===== src/rtl/dsp_fir_dec_ctrl.sv =====
// dsp_fir_dec_ctrl
// Sequencer for a time-multiplexed FIR decimator (one MAC, one sample RAM,
// one coefficient ROM). Every input sample is written into a circular delay
// line. Every R-th sample starts a serial walk over the taps, then waits
// for the MAC pipeline to drain and pulses acc_dump.
//
// Optional feature: define DSP_FIR_DEC_CTRL_OVR_CNT_EN to add ovr_cnt[7:0],
// which is a saturating count of triggers dropped because a run was busy.
module dsp_fir_dec_ctrl #(
  parameter int TAPS             = 32,
  parameter int R                = 2,
  parameter int CLOCK_PER_SAMPLE = 20,
  parameter int MAC_LAT          = 2,
  parameter int ADDR_W           = 6,
  parameter int CW               = 5
) (
  input  logic              clk,
  input  logic              rst_n,
  input  logic              din_val,
  output logic              wr_en,
  output logic [ADDR_W-1:0] wr_addr,
  output logic [ADDR_W-1:0] rd_addr,
  output logic [CW-1:0]     coef_addr,
  output logic              mac_en,
  output logic              mac_clr,
  output logic              acc_dump,
  output logic              busy,
  output logic              ovr
`ifdef DSP_FIR_DEC_CTRL_OVR_CNT_EN
  ,
  output logic [7:0]        ovr_cnt
`endif
);

  localparam int DEPTH = 2 ** ADDR_W;
  localparam int PH_W  = (R > 1) ? $clog2(R) : 1;
  localparam int FL_W  = $clog2(MAC_LAT + 1);

  // Reject configurations that cannot finish a run in time or that would
  // overwrite taps that are still in use.
  if (TAPS + MAC_LAT + 2 > R * CLOCK_PER_SAMPLE) begin : g_bad_rate
    $error("dsp_fir_dec_ctrl: TAPS+MAC_LAT+2 exceeds R*CLOCK_PER_SAMPLE");
  end
  if (DEPTH < TAPS + R) begin : g_bad_depth
    $error("dsp_fir_dec_ctrl: sample RAM depth smaller than TAPS+R");
  end
  if ((2 ** CW) < TAPS) begin : g_bad_cw
    $error("dsp_fir_dec_ctrl: CW too narrow for TAPS");
  end
  if (R < 1 || MAC_LAT < 1) begin : g_bad_param
    $error("dsp_fir_dec_ctrl: R and MAC_LAT must be at least 1");
  end

  typedef enum logic [1:0] {
    IDLE  = 2'd0,
    START = 2'd1,
    RUN   = 2'd2,
    FLUSH = 2'd3
  } state_t;

  state_t            state_reg, state_next;
  logic [CW-1:0]     k_reg, k_next;
  logic [FL_W-1:0]   fl_reg, fl_next;
  logic [ADDR_W-1:0] n_reg, n_next;
  logic [ADDR_W-1:0] wp_reg;
  logic [PH_W-1:0]   ph_reg;
  logic              trigger;
  logic              drop;

  // A trigger is the sample that completes a group of R. It only starts a
  // run from IDLE, so a trigger that lands in the acc_dump cycle is accepted.
  assign trigger = din_val && (ph_reg == PH_W'(R - 1));
  assign drop    = trigger && (state_reg != IDLE);

  // Write pointer, phase counter and write strobe for the delay line.
  // The write pointer wraps naturally because DEPTH is a power of two.
  always_ff @(posedge clk or negedge rst_n) begin
    if (!rst_n) begin
      wp_reg  <= '0;
      ph_reg  <= '0;
      wr_en   <= 1'b0;
      wr_addr <= '0;
    end else begin
      wr_en <= din_val;
      if (din_val) begin
        wr_addr <= wp_reg;
        wp_reg  <= wp_reg + ADDR_W'(1);
        ph_reg  <= trigger ? '0 : ph_reg + PH_W'(1);
      end
    end
  end

  // FSM state, tap index, flush counter and run base address.
  always_ff @(posedge clk or negedge rst_n) begin
    if (!rst_n) begin
      state_reg <= IDLE;
      k_reg     <= '0;
      fl_reg    <= '0;
      n_reg     <= '0;
    end else begin
      state_reg <= state_next;
      k_reg     <= k_next;
      fl_reg    <= fl_next;
      n_reg     <= n_next;
    end
  end

  // Next-state logic. The newest sample of the run (n) is the address that
  // gets written while the FSM sits in START.
  always_comb begin
    state_next = state_reg;
    k_next     = k_reg;
    fl_next    = fl_reg;
    n_next     = n_reg;
    case (state_reg)
      IDLE: begin
        if (trigger) begin
          state_next = START;
          n_next     = wp_reg;
        end
      end
      START: begin
        state_next = RUN;
        k_next     = '0;
      end
      RUN: begin
        if (k_reg == CW'(TAPS - 1)) begin
          state_next = FLUSH;
          fl_next    = '0;
        end else begin
          k_next = k_reg + CW'(1);
        end
      end
      FLUSH: begin
        if (fl_reg == FL_W'(MAC_LAT - 1)) begin
          state_next = IDLE;
        end else begin
          fl_next = fl_reg + FL_W'(1);
        end
      end
      default: state_next = IDLE;
    endcase
  end

  // Registered datapath controls. These are decoded from the next state, so
  // they line up with the state register in the following cycle.
  always_ff @(posedge clk or negedge rst_n) begin
    if (!rst_n) begin
      rd_addr   <= '0;
      coef_addr <= '0;
      mac_en    <= 1'b0;
      mac_clr   <= 1'b0;
      acc_dump  <= 1'b0;
      busy      <= 1'b0;
    end else begin
      mac_en   <= (state_next == RUN);
      mac_clr  <= (state_next == RUN) && (state_reg == START);
      acc_dump <= (state_reg == FLUSH) && (state_next == IDLE);
      busy     <= (state_next != IDLE);
      if (state_next == RUN) begin
        rd_addr   <= n_next - ADDR_W'(k_next);
        coef_addr <= k_next;
      end else begin
        rd_addr   <= '0;
        coef_addr <= '0;
      end
    end
  end

  // Sticky overrun flag. It is set by any trigger that arrives while a run
  // is busy.
  always_ff @(posedge clk or negedge rst_n) begin
    if (!rst_n) begin
      ovr <= 1'b0;
    end else if (drop) begin
      ovr <= 1'b1;
    end
  end

`ifdef DSP_FIR_DEC_CTRL_OVR_CNT_EN
  // Saturating count of dropped triggers.
  always_ff @(posedge clk or negedge rst_n) begin
    if (!rst_n) begin
      ovr_cnt <= '0;
    end else if (drop && (ovr_cnt != 8'hFF)) begin
      ovr_cnt <= ovr_cnt + 8'd1;
    end
  end
`endif

endmodule

===== config.mk =====
export PLATFORM = sky130hd
export DESIGN_NAME = dsp_fir_dec_ctrl
export DESIGN_NICKNAME = d
export VERILOG_FILES = /design/src/rtl/dsp_fir_dec_ctrl.sv
export SDC_FILE = /design/constraint.sdc
export NUM_CORES = 1
export LEC_CHECK = 0
export CAP_MARGIN = 10
export CORE_MARGIN = 2
export CORE_UTILIZATION = 45
export DETAILED_ROUTE_END_ITERATION = 6
export HOLD_SLACK_MARGIN = 0.03
export MAX_ROUTING_LAYER = met4
export PLACE_DENSITY = 0.73
export SETUP_SLACK_MARGIN = 0.5
export SYNTH_ARGS = -nofsm -noshare
export SYNTH_HDL_FRONTEND = slang
export SYNTH_SLANG_ARGS = --single-unit

===== constraint.sdc =====
create_clock -name clk -period 7.7 [get_ports clk]
set_clock_uncertainty 0.2 [all_clocks]
set_input_delay 1.54 -clock clk [delete_from_list [all_inputs] [get_ports clk]]
set_output_delay 1.54 -clock clk [all_outputs]
set_load 0.03 [all_outputs]

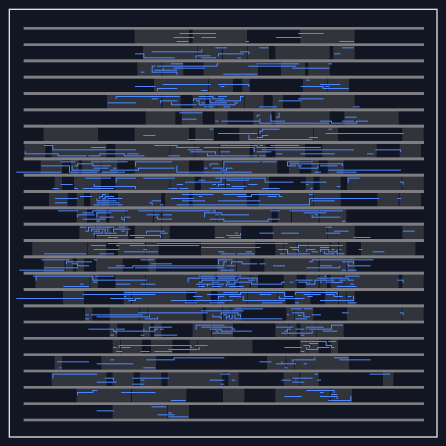
Fig. 1. The metal 1 layer.
Drawn at 6 px/µm. Supply wires on this layer in gray.
- longest straight run: 22.1 µm
- main direction: horizontal
- wire length on this layer: 1630 µm
- share of all routed wire: 45%
- nets with wire on the layer: 188

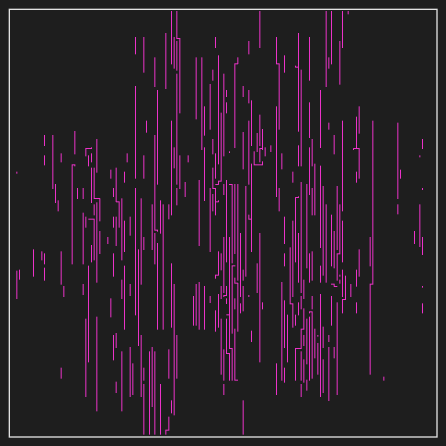
Fig. 2. M2 wires.
Drawn at 6 px/µm.
- main direction: vertical
- share of all routed wire: 50%
met2 Use GR: 0.259
Post-Route WL: 3620 µm
via count: 1302

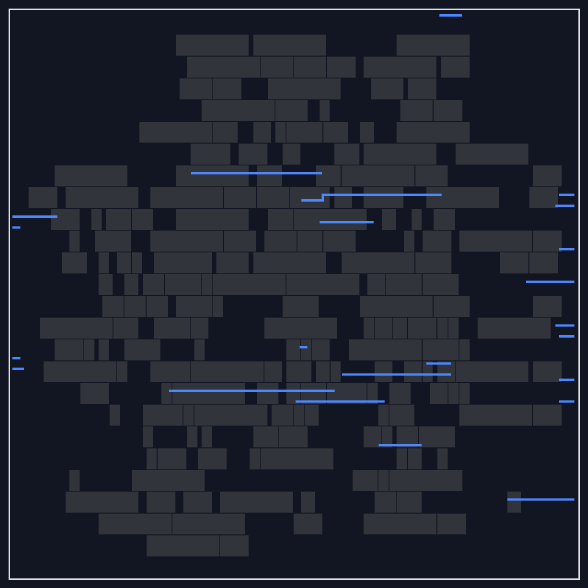
Fig. 3. Signal wires on met3.
Drawn at 8 px/µm.
- share of all routed wire: 3.6%
- longest straight run: 20.4 µm
- nets with wire on the layer: 19
- wire length on this layer: 129 µm
- main direction: horizontal
met3 Use GR: 0.0385

==> qor.csv <==
metric,value,unit
status,"finished, final reports clean",
most common cell in the netlist,dfrtp_1,
Worst-Margin Slew,0.983,ns
fin cells,250,
clock power share,0.150,
gpl congestion,0.836,
total core area,0.00435,mm²
WL met1,1630,µm
Final TNS setup,0,ns
CP bufs+invs,3,
"Buffers, non-clock",25,
GRT Max-Usage Layer,met2,
count of tool warnings,30,
main logic family after synthesis,simple AND/OR/NAND/NOR gates,
fmax,238,MHz
Mapped Area,0.00202,mm²
Gate Area,806,µm²
First DRT Iteration DRCs,76,
Via density,5.21,
Post-Synth Simple-Gate Area,0.0965,
synthesized flop and latch total,45,
critical-path cell list,"clkdlybuf4s50_1, nand3_1, mux2_2, inv_1, ha_1, fa_1, inv_1, a21o_1, a21oi_1, xor2_1, nor2_1",
mi-comb count,104,
routed wl met3,129,µm
cell kind with the greatest summed area,flip-flops and latches,
"Adder Share, Synth",0.0903,
clock root cell,clkbuf_8,
Die H,71.1,µm
number of failing hold endpoints at the final stage,0,
Max H-tree Level,2,
hold wc startpoint,ovr,
Synth Net Count,187,
RSZ-0062 raised after global routing,no,
"Period Utilization, post-route",0.545,
Synth cell types,38,
inverters,16,
crit path time final,4.19,ns
Rel. slew slack,0.345,
Tapcells,52,
Rows,24,
top cells by area,"dfrtp_1, ha_1, mux2_2",
Worst Path Max Fanout,15,
WL/cell,14.5,µm
Post-synth top flop,dfrtp_1,
CP Capture Point,rd_addr[4],
Pwr top,combinational cells,
seq pwr,372,µW
internal reg-to-reg setup slack,4.80,ns
Placed Cells,242,
syn_area_per_cell,11.9,µm²
flip-flops,45,
Hold Path Class,register to register,
clk pwr,151,µW
total power,1010,µW
Area Growth Syn to Fin,18.6,%
flop share of the area,0.469,
post-cts sizing count,0,
drt first pass iters,4,
share of layout cells above drive strength 1,0.121,
first-pass GRT wire length,6140,µm
GRT Total Usage,0.161,
reg2reg end,rd_addr[4],
Post-synth EDFFs,0,
Finished Cell Area,0.00240,mm²
Area leader share,0.557,
Commonest Layout Cell,dfrtp_1,
P_comb,483,µW
Crit. Startpoint,din_val,
buffering overhead,0.102,
max-slew violation count,0,
"Chip Area, Yosys",0.00202,mm²
Hold Buf Count CTS,0,
Combinational Power Share,0.480,
# port buffers,25,
"Cell Area, Placed",0.00230,mm²
worst setup margin,3.51,ns
cell taking the most area after synthesis,dfrtp_1,
Routed Antenna Nets,0,
static leakage,0.00113,µW
post-synthesis cell count,170,
Finish-stage setup viols,0,
vias in the first global route,1294,
fraction of registers with async set/reset,1.00,
CTS tree,built,
Ant. Diodes,0,
ys cells,170,
worst-case hold path end point,ovr,
most frequent cells after synthesis,"dfrtp_1, inv_1, nor2_1, ha_1, mux2_2",
Startpoint Class,input pin,
Post-DP HPWL,2640,µm
clk sink count,45,
Worst Path Required,7.68,ns
register area,0.00113,mm²
"Clk pin slew, worst setup/hold paths",0.08,ns
Hold Path Stages,1,
Die X,71.1,µm
Net Sw Frac,0.404,
Switch Pwr,407,µW
sequential share of the synthesized area,0.557,
worst path arrival time,4.18,ns
DR top layer,met4,
most used cell along the critical path,inv_1,
number of warnings issued by yosys,0,
area fraction in compound gates,0.0903,
Int Power,599,µW
critical path depth,11,
total gr overflow,0,
io pins,26,
largest net degree at the start of global routing,46,
Initial Util,0.465,
share of power burned in registers,0.370,
Top delay family on crit path,buffers and inverters,
GR Util met1,0.207,
cts bufs inserted,5,
die area,0.00505,mm²
power density cells,419,mW/mm²
Post-route DRC,0,
Power and IR drop assume default switching activity.
